[src/rtl/pc_fetch_ctrl.sv]
// Program-counter and fetch sequencer: steps IDLE -> RUN -> DONE, applies
// sequential/absolute/relative PC updates and counts retired instructions.
module pc_fetch_ctrl #(
  parameter int unsigned PC_W      = 10,
  parameter int unsigned OFF_W     = 8,
  parameter int unsigned LAST_ADDR = 1023,
  parameter int unsigned CNT_W     = 16
) (
  input  logic             clk,
  input  logic             reset,
  input  logic             start,
  input  logic             stall,
  input  logic             abs_jump,
  input  logic [PC_W-1:0]  abs_target,
  input  logic             rel_jump,
  input  logic [OFF_W-1:0] rel_offset,
  input  logic             halt,
  output logic [PC_W-1:0]  prog_ctr,
  output logic             fetch_en,
  output logic             done,
  output logic [CNT_W-1:0] retired
);

  typedef enum logic [1:0] {
    IDLE = 2'd0,
    RUN  = 2'd1,
    DONE = 2'd2
  } state_t;

  state_t           state, state_nxt;
  logic [PC_W-1:0]  pc_nxt;
  logic             fetch_en_nxt;
  logic             done_nxt;
  logic [CNT_W-1:0] retired_nxt;
  logic [PC_W-1:0]  off_ext;
  logic [PC_W-1:0]  last_pc;

  // Signed offset widened to PC width; addition then wraps modulo 2**PC_W.
  assign off_ext = PC_W'($signed(rel_offset));
  assign last_pc = PC_W'(LAST_ADDR);

  always_ff @(posedge clk) begin
    if (!reset) begin
      state    <= IDLE;
      prog_ctr <= '0;
      fetch_en <= 1'b0;
      done     <= 1'b0;
      retired  <= '0;
    end else begin
      state    <= state_nxt;
      prog_ctr <= pc_nxt;
      fetch_en <= fetch_en_nxt;
      done     <= done_nxt;
      retired  <= retired_nxt;
    end
  end

  always_comb begin
    state_nxt    = state;
    pc_nxt       = prog_ctr;
    fetch_en_nxt = fetch_en;
    done_nxt     = done;
    retired_nxt  = retired;

    case (state)
      IDLE: begin
        fetch_en_nxt = 1'b0;
        done_nxt     = 1'b0;
        if (start) begin
          state_nxt    = RUN;
          pc_nxt       = '0;
          retired_nxt  = '0;
          fetch_en_nxt = 1'b1;
        end
      end

      RUN: begin
        // Stall freezes everything; the decoder re-presents its request.
        if (!stall) begin
          if (retired != {CNT_W{1'b1}}) begin
            retired_nxt = retired + CNT_W'(1);
          end
          if (halt) begin
            state_nxt    = DONE;
            done_nxt     = 1'b1;
            fetch_en_nxt = 1'b0;
          end else if (abs_jump) begin
            pc_nxt = abs_target;
          end else if (rel_jump) begin
            pc_nxt = prog_ctr + off_ext;
          end else if (prog_ctr == last_pc) begin
            state_nxt    = DONE;
            done_nxt     = 1'b1;
            fetch_en_nxt = 1'b0;
          end else begin
            pc_nxt = prog_ctr + PC_W'(1);
          end
        end
      end

      DONE: begin
        done_nxt     = 1'b1;
        fetch_en_nxt = 1'b0;
        if (start) begin
          state_nxt    = RUN;
          pc_nxt       = '0;
          retired_nxt  = '0;
          done_nxt     = 1'b0;
          fetch_en_nxt = 1'b1;
        end
      end

      default: begin
        state_nxt    = IDLE;
        pc_nxt       = '0;
        fetch_en_nxt = 1'b0;
        done_nxt     = 1'b0;
        retired_nxt  = '0;
      end
    endcase
  end

endmodule

[config.mk]
export PLATFORM = sky130hd
export DESIGN_NAME = pc_fetch_ctrl
export DESIGN_NICKNAME = d
export VERILOG_FILES = /design/src/rtl/pc_fetch_ctrl.sv
export SDC_FILE = /design/constraint.sdc
export NUM_CORES = 1
export LEC_CHECK = 0
export ABC_AREA = 1
export CAP_MARGIN = 15
export CORE_UTILIZATION = 50
export CTS_BUF_LIST = sky130_fd_sc_hd__clkbuf_16
export CTS_CLUSTER_DIAMETER = 50
export CTS_CLUSTER_SIZE = 14
export DETAILED_ROUTE_END_ITERATION = 7
export PLACE_DENSITY = 0.79
export SYNTH_ARGS = -nofsm -noshare
export SYNTH_HDL_FRONTEND = slang
export SYNTH_SLANG_ARGS = --single-unit
export TNS_END_PERCENT = 10
[constraint.sdc]
create_clock -name clk -period 2.41 [get_ports clk]
set_input_delay 0.723 -clock clk [delete_from_list [all_inputs] [get_ports clk]]
set_output_delay 0.723 -clock clk [all_outputs]
set_load 0.02 [all_outputs]
==> results.ini <==
[final_layout]
combGateArea_mm2=0.001510
layout.cells.largest_class=logic gates
num-nets-final=481
comb-cell-share=0.4761
num_antenna_cells=0
n_clock_buffer=5

[routing]
routed_wire_length_per_instance_um=12.85
wl_um=6347
drt_first_iter_violations=173
num_vias=2569

[pwr]
ir_drop_worst_vdd_v=0.0003936
clock_power_uw=583
power.clock.fraction=0.336
power_switching_share=0.3369
maxPowerGroup=combinational cells
internal-power_uw=1152

[timing]
max_slew.worst_pin.slew_ns=0.3907
post_route_minimum_period_ns=2.271
finalMaxSlewViolations=0
fin_worst_skew_ns=0.003534
total_of_endpoints_with_negative_setup_slack_in_the_final_report=0

[logic_synthesis]
synth_top_cell_by_area=dfxtp_1
synthArstFlopShare=0
yosysWarningCount=0
syn-num-nets=409
enable_flop_cells=0
synth-cells-yosys=369
ys_types=30
netlist_area_mm2=0.002261
synth.top_cell.area_share=0.2656
postSynthSeqShare=0.2656
post_synth_most_frequent_cells=109 x nand2_1, 59 x nor2_1, 40 x inv_1

[floorplan]
num_io_pins=53

[worst_setup_path]
path_buffers=1
cp_data_required_time_ns=2.61
endpoint_kind=flip-flop
critPathTopFamily=simple AND/OR/NAND/NOR gates
critical_path.cell_chain=clkdlybuf4s50_1, nand2_1, o21a_1, nand4_1, nor2_1, nand2_1, a21oi_1

[clocking]
clock_insertion_delay_worst_skew_ns=0.27
ctsLongestPathBuffers=2
cts_buffers=5
cts_max_level=2
cts_tree=done

[placed_design]
placed_area_mm2=0.002969

[run_status]
outcome=finished, final reports clean

[global_routing]
grt.total_usage=0.2764
largest_net_degree_at_the_start_of_global_routing=22
via_count_of_the_first_global_routing_pass=2445

[min_path]
worstHoldPathType=flip-flop to flip-flop

[through the flow]
step | util | worst slack (ns)
after floorplan | - | 0.2301
after global placement | 0.6819 | -0.1480
after detailed placement | 0.6819 | -0.2198
after CTS | 0.7135 | 0.04830
after global routing | 0.7284 | -0.02145
final | 0.7284 | 0.1392
[cell usage in the layout (no fill, tap or decap), drive strengths merged, types with 5 or more instances in the layout]
cell type,n
nand2,111
nor2,61
clkdlybuf4s50,52
inv,44
nand3,35
dfxtp,30
a21oi,30
buf,21
ha,14
nand4,9
nor3,7
xor2,5
clkbuf,5
[worst paths after layout]
path	from	to	cells past startpoint
worst max-delay path	stall	prog_ctr[3]$_SDFFE_PN0P_	7
worst min-delay path	fetch_en$_SDFFE_PN0P_	fetch_en$_SDFFE_PN0P_	2
worst max register to register	state[0]$_SDFFE_PN0P_	prog_ctr[3]$_SDFFE_PN0P_	8
worst min register to register	fetch_en$_SDFFE_PN0P_	fetch_en$_SDFFE_PN0P_	2
[metal layers]
metal / global-route usage / wire, µm / part of all wire / up-vias
li1: - / - / - / 1323
met1: 0.3869 / 3060 / 0.48 / 1168
met2: 0.4358 / 2953 / 0.47 / 67
met3: 0.04215 / 255 / 0.040 / 11
met4: 0.08844 / 78 / 0.012 / 0
met5: 0 / 0 / 0 / -
[flip-flops by register name, indices dropped and copies added, names as in the netlist]
name / cells
state: 2
retired: 16
fetch_en: 1
done: 1
prog_ctr: 10
[cells by family (layout without fill, tap and decap cells)]
family,count (synthesis),after routing,share of synthesized area
compound gates,39,39,0.09297
flops,30,30,0.2656
simple gates,226,226,0.4306
fa+ha+maj,15,15,0.08633
xor+xnor,8,8,0.03099
buf+inv,51,124,0.09352
[timing repair]
action / in CTS / in global routing
endpoints found under the setup margin: 0 / 6
buffers inserted: 0 / 0
resized: 0 / 12
Fig. 1: placement by cell class
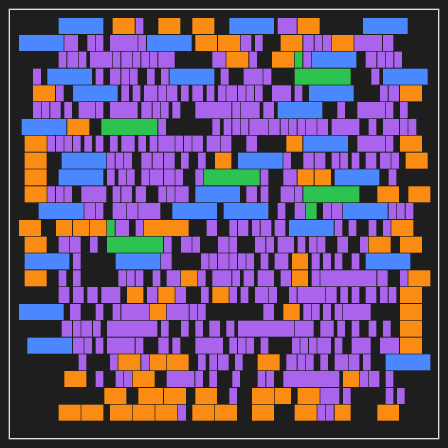
| color | class | cells | share of their area |
|---|---|---|---|
| blue | sequential cells | 30 | 19% |
| orange | remaining buffers and delay cells | 73 | 22% |
| purple | combinational and other logic | 331 | 54% |
| green | clock drivers and dummy loads | 8 | 4.4% |
register share of the cell area: 0.1893
core region area: 0.004354 mm²
number of placement rows: 24

Fig. 2: where the registers sit
Other sequential cells in the stronger gray, the rest of the logic in the fainter gray.
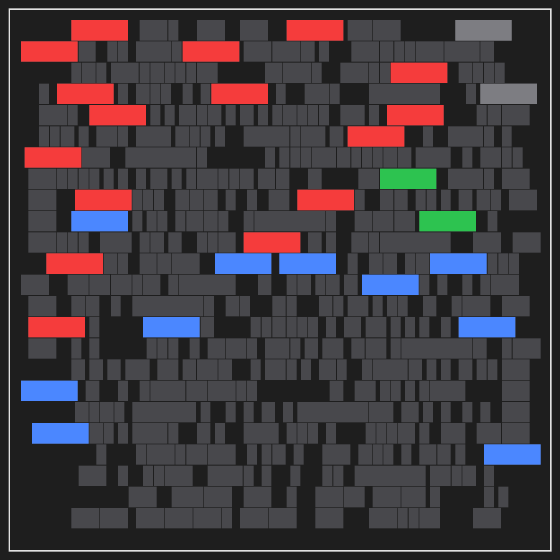
| color | netlist name | placed flops |
|---|---|---|
| green | state | 2 |
| blue | prog_ctr | 10 |
| red | retired | 16 |
not colored: 2
Util after Layout: 0.7284
sequential standard cell area: 600.6 µm²
Power Sequential: 561 µW

Fig. 3: sizing map
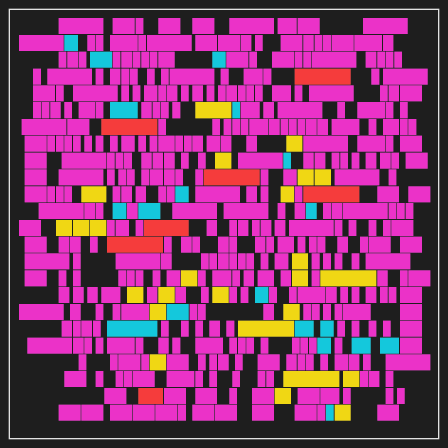
| color | size | cells |
|---|---|---|
| magenta | _0 and _1 cells | 391 |
| yellow | _3 and _4 cells | 25 |
| red | _6 and larger | 7 |
| cyan | _2 cells | 19 |
Area Growth Syn to Fin: 40.29%
Non-CTS buffers: 73
smallest setup slack after layout: 0.1392 ns
final cell area excluding filler cells: 0.003172 mm²

Power is estimated from default activity; no workload was simulated.
